--- src/rtl/clarvi_load_unit_if.sv ---
// clarvi_load_unit_if: bundles the load-return stage's pipeline-side signals.
// issue_width encoding: 0 = B, 1 = H, 2 = W, 3 = D.
// master = request/memory side (drives issues and returns, sees results);
// slave  = the load unit itself.
interface clarvi_load_unit_if #(
  parameter int PENDING_DEPTH = 2
);
  logic                             stall;
  logic                             issue_read;
  logic [1:0]                       issue_width;
  logic                             issue_unsigned;
  logic [2:0]                       issue_offset;
  logic [4:0]                       issue_rd;
  logic [63:0]                      read_data;
  logic                             read_data_valid;
  logic                             load_valid;
  logic [4:0]                       load_rd;
  logic [63:0]                      load_value;
  logic                             stall_for_memory_pending;
  logic [$clog2(PENDING_DEPTH):0]   outstanding;
  logic                             load_timeout;

  modport master (
    output stall, issue_read, issue_width, issue_unsigned, issue_offset, issue_rd,
    output read_data, read_data_valid,
    input  load_valid, load_rd, load_value, stall_for_memory_pending,
    input  outstanding, load_timeout
  );

  modport slave (
    input  stall, issue_read, issue_width, issue_unsigned, issue_offset, issue_rd,
    input  read_data, read_data_valid,
    output load_valid, load_rd, load_value, stall_for_memory_pending,
    output outstanding, load_timeout
  );
endinterface

--- src/rtl/clarvi_load_unit.sv ---
// clarvi_load_unit: in-order load-return stage. Queues metadata of issued
// reads, then aligns/extends the returning 64-bit word into a registered
// writeback result one cycle after the return.
// Optional feature: define LOAD_TIMEOUT_EN to abandon a head entry that has
// waited TIMEOUT_CYCLES without a return (pulses load_timeout).
module clarvi_load_unit #(
  parameter int PENDING_DEPTH  = 2,
  parameter int TIMEOUT_CYCLES = 255
) (
  input  logic               clock,
  input  logic               reset,
  clarvi_load_unit_if.slave  bus
);

  localparam int PW = $clog2(PENDING_DEPTH);
  localparam int CW = PW + 1;

  // Reject configurations the pointer arithmetic cannot handle.
  if (PENDING_DEPTH < 2 || (PENDING_DEPTH & (PENDING_DEPTH - 1)) != 0 || TIMEOUT_CYCLES < 1)
  begin : g_bad_cfg
    $error("clarvi_load_unit: PENDING_DEPTH must be a power of two >= 2, TIMEOUT_CYCLES >= 1");
  end

  typedef enum logic [1:0] {
    WIDTH_B = 2'd0,
    WIDTH_H = 2'd1,
    WIDTH_W = 2'd2,
    WIDTH_D = 2'd3
  } mem_width_t;

  typedef struct packed {
    mem_width_t  width;
    logic        is_unsigned;
    logic [2:0]  offset;
    logic [4:0]  rd;
  } entry_t;

  entry_t          r_queue [PENDING_DEPTH];
  logic [PW-1:0]   r_wr_ptr;
  logic [PW-1:0]   r_rd_ptr;
  logic [CW-1:0]   r_count;
  logic            r_load_valid;
  logic [4:0]      r_load_rd;
  logic [63:0]     r_load_value;

  entry_t          w_head;
  logic            w_full;
  logic            w_pop;
  logic            w_expire;
  logic            w_deq;
  logic            w_push;
  logic [63:0]     w_shifted;
  logic [63:0]     w_extended;

  assign w_head   = r_queue[r_rd_ptr];
  assign w_full   = (r_count == CW'(PENDING_DEPTH));
  assign w_pop    = bus.read_data_valid && (r_count != '0);
  // A pop of either kind frees a slot, so a full queue may still accept.
  assign w_push   = bus.issue_read && !bus.stall && (!w_full || w_deq);

`ifdef LOAD_TIMEOUT_EN
  localparam int TW = $clog2(TIMEOUT_CYCLES + 1);

  logic [TW-1:0] r_timer;
  logic          r_load_timeout;

  // A same-cycle return takes priority over expiry.
  assign w_expire = (r_count != '0) && (r_timer == TW'(TIMEOUT_CYCLES)) && !bus.read_data_valid;
  assign w_deq    = w_pop || w_expire;

  // Age of the head entry; restarts whenever a new entry becomes head.
  always_ff @(posedge clock) begin
    if (reset) begin
      r_timer        <= '0;
      r_load_timeout <= 1'b0;
    end else begin
      r_load_timeout <= w_expire;
      if (w_deq || (w_push && r_count == '0))
        r_timer <= '0;
      else if (r_count != '0)
        r_timer <= r_timer + TW'(1);
    end
  end

  assign bus.load_timeout = r_load_timeout;
`else
  assign w_expire         = 1'b0;
  assign w_deq            = w_pop;
  assign bus.load_timeout = 1'b0;
`endif

  // Bring the requested byte to bit 0; bytes past the word read as zero.
  assign w_shifted = bus.read_data >> {w_head.offset, 3'b000};

  // Select the field width and extend it to 64 bits.
  always_comb begin
    // NOTE: default first so every path assigns w_extended and no latch is inferred.
    w_extended = w_shifted;
    unique case (w_head.width)
      WIDTH_B: w_extended = w_head.is_unsigned ? {56'b0, w_shifted[7:0]}
                                               : {{56{w_shifted[7]}}, w_shifted[7:0]};
      WIDTH_H: w_extended = w_head.is_unsigned ? {48'b0, w_shifted[15:0]}
                                               : {{48{w_shifted[15]}}, w_shifted[15:0]};
      WIDTH_W: w_extended = w_head.is_unsigned ? {32'b0, w_shifted[31:0]}
                                               : {{32{w_shifted[31]}}, w_shifted[31:0]};
      WIDTH_D: w_extended = w_shifted;
    endcase
  end

  // Metadata storage; validity is tracked by the pointers and count alone.
  always_ff @(posedge clock) begin
    // NOTE: the entry array is deliberately not reset; r_count masks stale entries.
    if (w_push)
      r_queue[r_wr_ptr] <= '{width:       mem_width_t'(bus.issue_width),
                             is_unsigned: bus.issue_unsigned,
                             offset:      bus.issue_offset,
                             rd:          bus.issue_rd};
  end

  // Queue pointers and occupancy.
  always_ff @(posedge clock) begin
    // NOTE: non-blocking assignments so every register samples pre-edge values.
    if (reset) begin
      r_wr_ptr <= '0;
      r_rd_ptr <= '0;
      r_count  <= '0;
    end else begin
      if (w_push) r_wr_ptr <= r_wr_ptr + PW'(1);
      if (w_deq)  r_rd_ptr <= r_rd_ptr + PW'(1);
      unique case ({w_push, w_deq})
        2'b10:   r_count <= r_count + CW'(1);
        2'b01:   r_count <= r_count - CW'(1);
        default: r_count <= r_count;
      endcase
    end
  end

  // Registered writeback result, one cycle after the return.
  always_ff @(posedge clock) begin
    if (reset) begin
      r_load_valid <= 1'b0;
      r_load_rd    <= '0;
      r_load_value <= '0;
    end else begin
      r_load_valid <= w_pop;
      if (w_pop) begin
        r_load_rd    <= w_head.rd;
        r_load_value <= w_extended;
      end
    end
  end

  assign bus.load_valid               = r_load_valid;
  assign bus.load_rd                  = r_load_rd;
  assign bus.load_value               = r_load_value;
  assign bus.outstanding              = r_count;
  assign bus.stall_for_memory_pending = w_full;

endmodule

--- src/flat_wrapper.sv ---
// flat-port wrapper written by rule: the top's interface ports become plain ports
module clarvi_load_unit_flat 
#(
  parameter int PENDING_DEPTH  = 2,
  parameter int TIMEOUT_CYCLES = 255
)
  (clock, reset, bus_stall, bus_issue_read, bus_issue_width, bus_issue_unsigned, bus_issue_offset, bus_issue_rd, bus_read_data, bus_read_data_valid, bus_load_valid, bus_load_rd, bus_load_value, bus_stall_for_memory_pending, bus_outstanding, bus_load_timeout);
  clarvi_load_unit_if #(.PENDING_DEPTH(PENDING_DEPTH)) bus_i ();
  input  logic clock;
  input  logic reset;
  input wire logic [$bits(bus_i.stall)-1:0] bus_stall;
  input wire logic [$bits(bus_i.issue_read)-1:0] bus_issue_read;
  input wire logic [$bits(bus_i.issue_width)-1:0] bus_issue_width;
  input wire logic [$bits(bus_i.issue_unsigned)-1:0] bus_issue_unsigned;
  input wire logic [$bits(bus_i.issue_offset)-1:0] bus_issue_offset;
  input wire logic [$bits(bus_i.issue_rd)-1:0] bus_issue_rd;
  input wire logic [$bits(bus_i.read_data)-1:0] bus_read_data;
  input wire logic [$bits(bus_i.read_data_valid)-1:0] bus_read_data_valid;
  output wire logic [$bits(bus_i.load_valid)-1:0] bus_load_valid;
  output wire logic [$bits(bus_i.load_rd)-1:0] bus_load_rd;
  output wire logic [$bits(bus_i.load_value)-1:0] bus_load_value;
  output wire logic [$bits(bus_i.stall_for_memory_pending)-1:0] bus_stall_for_memory_pending;
  output wire logic [$bits(bus_i.outstanding)-1:0] bus_outstanding;
  output wire logic [$bits(bus_i.load_timeout)-1:0] bus_load_timeout;
  assign bus_i.stall = bus_stall;
  assign bus_i.issue_read = bus_issue_read;
  assign bus_i.issue_width = bus_issue_width;
  assign bus_i.issue_unsigned = bus_issue_unsigned;
  assign bus_i.issue_offset = bus_issue_offset;
  assign bus_i.issue_rd = bus_issue_rd;
  assign bus_i.read_data = bus_read_data;
  assign bus_i.read_data_valid = bus_read_data_valid;
  assign bus_load_valid = bus_i.load_valid;
  assign bus_load_rd = bus_i.load_rd;
  assign bus_load_value = bus_i.load_value;
  assign bus_stall_for_memory_pending = bus_i.stall_for_memory_pending;
  assign bus_outstanding = bus_i.outstanding;
  assign bus_load_timeout = bus_i.load_timeout;
  clarvi_load_unit #(.PENDING_DEPTH(PENDING_DEPTH), .TIMEOUT_CYCLES(TIMEOUT_CYCLES)) u_core (.clock(clock), .reset(reset), .bus(bus_i));
endmodule
--- config.mk ---
export PLATFORM = sky130hd
export DESIGN_NAME = clarvi_load_unit_flat
export DESIGN_NICKNAME = d
export VERILOG_FILES = /design/src/rtl/clarvi_load_unit_if.sv /design/src/rtl/clarvi_load_unit.sv /design/src/flat_wrapper.sv
export SDC_FILE = /design/constraint.sdc
export NUM_CORES = 1
export LEC_CHECK = 0
export CORE_UTILIZATION = 36
export DETAILED_ROUTE_END_ITERATION = 10
export PLACE_DENSITY = 0.66
export SLEW_MARGIN = 15
export SYNTH_ARGS = -nofsm -noshare
export SYNTH_HDL_FRONTEND = slang
export SYNTH_SLANG_ARGS = --single-unit
--- constraint.sdc ---
create_clock -name clock -period 3 [get_ports clock]
set_input_delay 0.6 -clock clock [delete_from_list [all_inputs] [get_ports clock]]
set_output_delay 0.6 -clock clock [all_outputs]
set_load 0.005 [all_outputs]
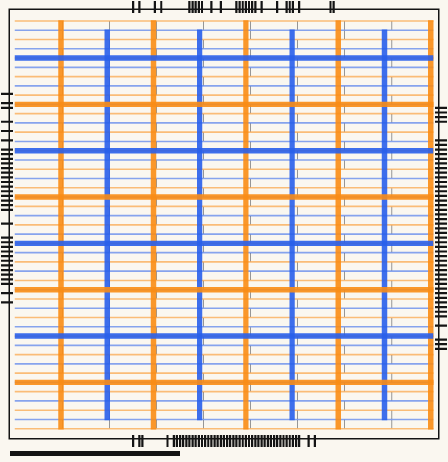
run_1/pdn.png
Bar = 50 um. Pins as bars on the die edge. Tap cells in gray.
legend:
  VSS:
    color: orange
  VDD:
    color: blue
signal pins: 154
met5 straps: 8
rows: 44
tap cells: 184
die width: 125.6 um
Placeable Area: 14700 um^2
worst vdd ir: 0.2930 mV
Die Height: 125.6 um

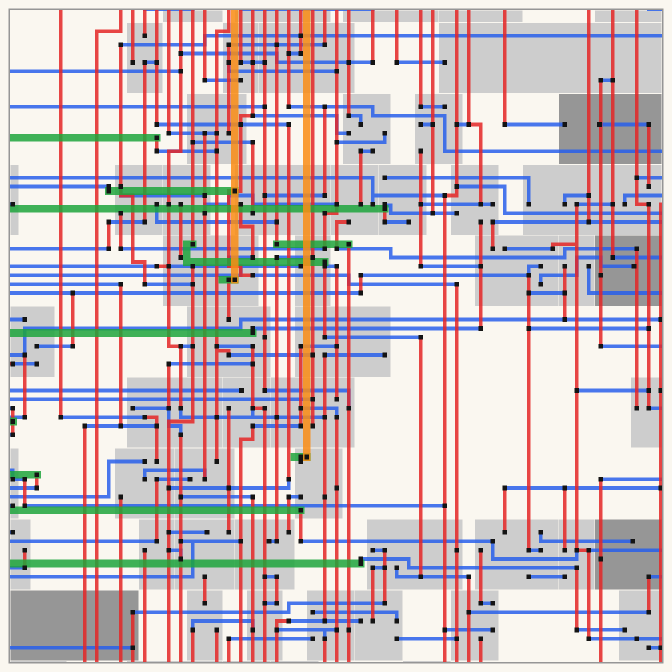
run_1/zoom.png
Window x 82 to 107, y 19 to 44 um. Cells in gray, sequential cells in the stronger gray; small squares are vias.
legend:
  met4:
    color: orange
  met2:
    color: red
  met3:
    color: green
  met1:
    color: blue
cells with their middle in the window: 42
most frequent: a21oi_1 (7), nand2_1 (6), mux2i_1 (6)
netlist names of flops here include: `u_core.bus.load_value` (2)
sequential cells in the window: 2

==> out/results.txt, run 1 <==
run status: finished with violations
failing checks: design-rule violations
clock-cell share of area: 0.04003
Top Family by Delay on Critical Path: AND-OR/OR-AND gates
mux share: 0.1449
fillers: 1413
largest power group: registers
OpenROAD warning count: 26
Power Density: 471.1 nW/um^2
Well Taps: 184
Residual DRC: 11
drt pass-1 iters: 9
Slowest cell on crit path: dfxtp_1
DP Worst Slack: 0.2991 ns
Comb pwr share: 0.254
Setup WS post-layout: 0.2677 ns
main flop type: dfxtp_1
arrival time at the worst endpoint: 2.98 ns
WHS Endpoint: u_core.bus.load_value[35]$_SDFFE_PP0P_
sw frac: 0.2986
Leakage: 2.747 nW
M1 wire length: 8339 um
Slew @ Worst Pin: 0.9337 ns
Top Metal Used: met4
WHS: 0.5057 ns
Net Sw Power: 1.060 mW
Core Util, Final: 0.5124
synth warn: 0
Post-synth EDFFs: 22
Syn Std Cell Area: 5502 um^2
io pins: 154
most area-hungry cell type in the Yosys netlist: dfxtp_1
final setup violation count: 0
Final non-clock buffer share: 0.2322
pin count of the biggest net entering global routing: 98
maxcap violations: 0
yosys stat area: 5502 um^2
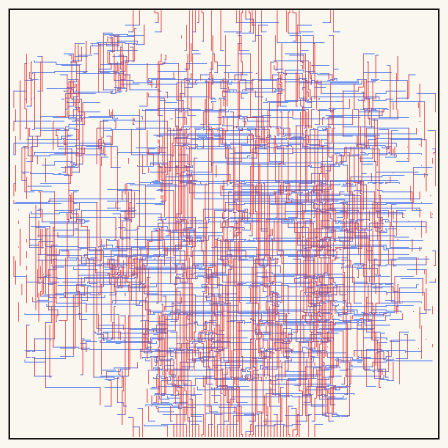
run_1/metal_stack.png
Only two layers are drawn.
legend:
  met2:
    color: red
    wire_length: 9740 um
  met1:
    color: blue
    wire_length: 8340 um
final wirelength: 20000 um
WL/cell: 21.07 um
GRT Resource Usage Total: 0.2545
vias post-DR: 5482

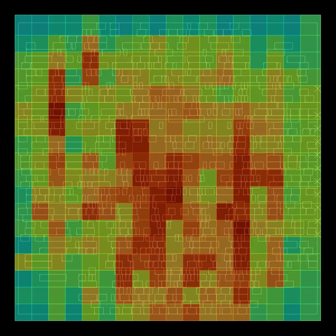
run_1/final_congestion.png
met3 usage: 0.05310
global-route met2 utilization: 0.4333

## Run 2: what changed since run 1
- DONT_BUFFER_PORTS: unset -> 1
- GPL_TIMING_DRIVEN: unset -> 0
- PLACE_DENSITY: 0.66 -> 0.53
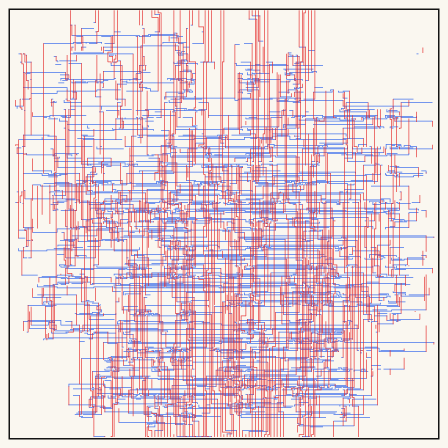
run_2/metal_stack.png
Only two layers are drawn.
legend:
  met1:
    color: blue
    wire_length: 8970 um
  met2:
    color: red
    wire_length: 9730 um
vias post-DR: 5115
final wirelength: 21270 um

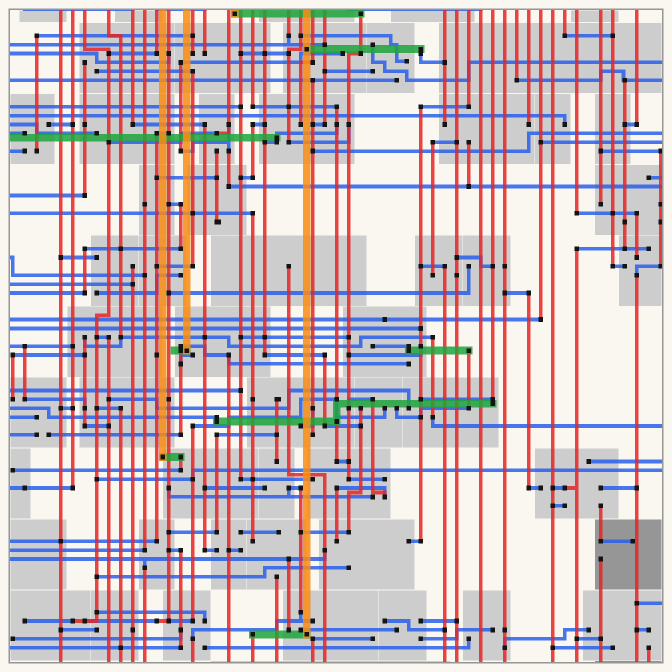
run_2/zoom.png
Window x 82 to 107, y 19 to 44 um. Cells in gray, sequential cells in the stronger gray; small squares are vias.
legend:
  met3:
    color: green
  met1:
    color: blue
  met2:
    color: red
  met4:
    color: orange
cells with their middle in the window: 47
sequential cells in the window: 0
most frequent: mux2i_1 (13), a21oi_1 (7), nand2_1 (5)

==> out/results.txt, run 2 <==
worst vdd ir: 0.2718 mV
clock-cell share of area: 0.05023
synth warn: 0
maxcap violations: 0
Residual DRC: 8
most area-hungry cell type in the Yosys netlist: dfxtp_1
failing checks: design-rule violations
run status: finished with violations
final setup violation count: 0
met3 usage: 0.07604
WHS Endpoint: u_core.r_queue[1][1]$_DFFE_PP_
Slowest cell on crit path: nor2_1
fillers: 1484
GRT Resource Usage Total: 0.2707
OpenROAD warning count: 26
pin count of the biggest net entering global routing: 21
Top Metal Used: met4
DP Worst Slack: 0.05520 ns
Power Density: 549.0 nW/um^2
global-route met2 utilization: 0.4343
Power and IR drop assume default switching activity.
